==> config.mk <==
export PLATFORM = sky130hd
export DESIGN_NAME = quad_decoder_flat
export DESIGN_NICKNAME = d
export VERILOG_FILES = /design/src/rtl/quad_decoder_if.sv /design/src/rtl/quad_decoder.sv /design/src/flat_wrapper.sv
export SDC_FILE = /design/constraint.sdc
export NUM_CORES = 1
export LEC_CHECK = 0
export ABC_AREA = 1
export CAP_MARGIN = 30
export CELL_PAD_IN_SITES_DETAIL_PLACEMENT = 0
export CELL_PAD_IN_SITES_GLOBAL_PLACEMENT = 2
export CORE_ASPECT_RATIO = 0.8
export CORE_UTILIZATION = 34
export CTS_BUF_LIST = sky130_fd_sc_hd__clkbuf_4
export DETAILED_ROUTE_END_ITERATION = 16
export GPL_TIMING_DRIVEN = 0
export PLACE_DENSITY = 0.88
export SLEW_MARGIN = 40
export SYNTH_ARGS = -nofsm -noshare
export SYNTH_HDL_FRONTEND = slang
export SYNTH_SLANG_ARGS = --single-unit
==> constraint.sdc <==
create_clock -name clk -period 2.8 [get_ports clk]
set_clock_uncertainty 0.2 [all_clocks]
set_input_delay 0.56 -clock clk [delete_from_list [all_inputs] [get_ports clk]]
set_output_delay 0.56 -clock clk [all_outputs]
set_load 0.005 [all_outputs]
==> images/ff_map.png <==
(4 px per um) Other sequential cells in the stronger grey, the rest of the logic in the fainter grey.
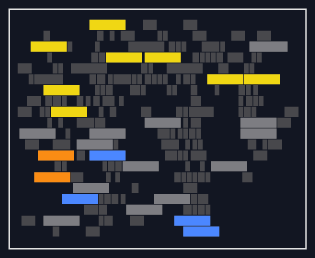
Key: `u_core.bus.count` = yellow [flops 8]; `u_core.st_cnt` = orange [flops 2]; `u_core.fcnt` = blue [flops 4, where bottom middle]
final cell utilization of the core: 44.6%
sequential share of cell area: 39.1%
sequential cell area: 677 um2

==> images/clock_nets.png <==
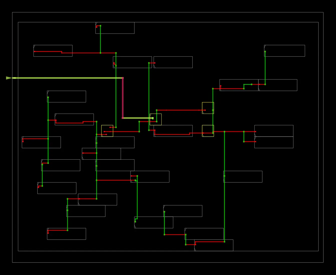
clock sinks: 27
number of sequential cells in the layout: 27
clock buffer count from CTS: 3
count of clock buffers in the final design: 3

==> images/route_heat.png <==
(4 px per um) The die is cut into 15 by 12 equal tiles; black is low, pale yellow is high, scaled to the fullest tile. Values are wire area over tile area, all layers added.
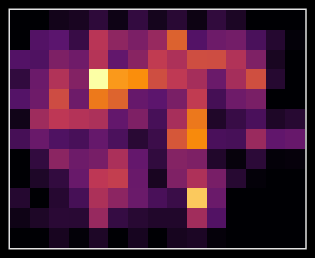
The fullest tile reaches 0.41. The emptiest ninth of the die: bottom right. The mean over all tiles is 0.096.
wire length per cell: 11.5 um
gr usage total: 14.9%

==> images/sizing.png <==
(6 px per um)
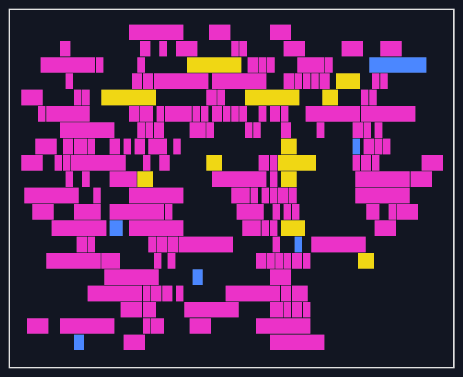
Key: x3 and x4 = yellow [cells 12, share 6.4%]; x1 and smaller = magenta [cells 170, share 90%]; x2 = blue [cells 6, share 3.2%]
area growth from synthesis to layout: 23.3%
Non-CTS buffers: 21
Finished Cell Area: 1730 um2
smallest setup slack after layout: 0.168 ns

==> job_summary.md <==
### Flow metrics

| Metric | Value |
|---|---|
| Standard-cell row count | 20 |
| Starting Density | 36.2% |
| Async S/R FF share, synth | 100% |
| Total negative setup slack | 0 ns |
| Tool Warnings | 27 |
| Antenna cells | 0 |
| Master cell of the clock root buffer | sky130_fd_sc_hd__clkbuf_4 |
| Global-route wire length before repair | 4.89 mm |
| Synth Net Count | 180 |
| Skew-Pair Late Insertion Delay | 0.33 ns |
| Deepest level of the CTS H-tree | 1 |
| Number of cells upsized or downsized after cts | 0 |
| Congestion Overflow GR | 0 |
| Post-synthesis mux area share | 1.43% |
| Number of search-and-repair iterations in the first detailed-routing pass | 4 |
| Area leader share | 46.3% |
| Residual DRC count | 0 |
| Largest cell class by area | flip-flops and latches |
| Synthesized chip area reported by yosys | 1400 um2 |
| Kind of end point of the critical path | flip-flop |
| Compound-Gate Fraction of Synth Area | 9.98% |
| Post-synthesis xor/xnor area fraction | 2.50% |
| Routed length on met3 | 66 um |
| Top cells, area | sky130_fd_sc_hd__dfrtp_1 46%, sky130_fd_sc_hd__nand2_1 12%, sky130_fd_sc_hd__ha_1 7.1% |
| Core area | 3880 um2 |
| Fin crit share | 94.0% |
| Final Hold Fails | 0 |
| Worst setup path class | flip-flop to flip-flop |
| TritonCTS clock tree | built |
| Result of the run | finished clean |
| Number of standard cells reported by yosys | 165 |
| Avg Inst Size Synth | 8.51 um2 |
worst max-delay path: stages (launching register included):
cell,delay (ns)
sky130_fd_sc_hd__dfrtp_1,0.39
sky130_fd_sc_hd__buf_4,0.16
sky130_fd_sc_hd__xnor2_1,0.13
sky130_fd_sc_hd__ha_1,0.34
sky130_fd_sc_hd__nor2_4,0.19
sky130_fd_sc_hd__nand3_4,0.19
sky130_fd_sc_hd__ha_1,0.41
sky130_fd_sc_hd__a21oi_1,0.09
sky130_fd_sc_hd__o211ai_1,0.25
sky130_fd_sc_hd__nand2_1,0.08
sky130_fd_sc_hd__nand2_1,0.06
sky130_fd_sc_hd__o21ai_1,0.05
layer usage:
metal  vias up  GRT usage (%)
met5         -              0
met4         0           3.02
met3         2           3.91
met2        10           24.9
met1       527           19.5
li1        573              -
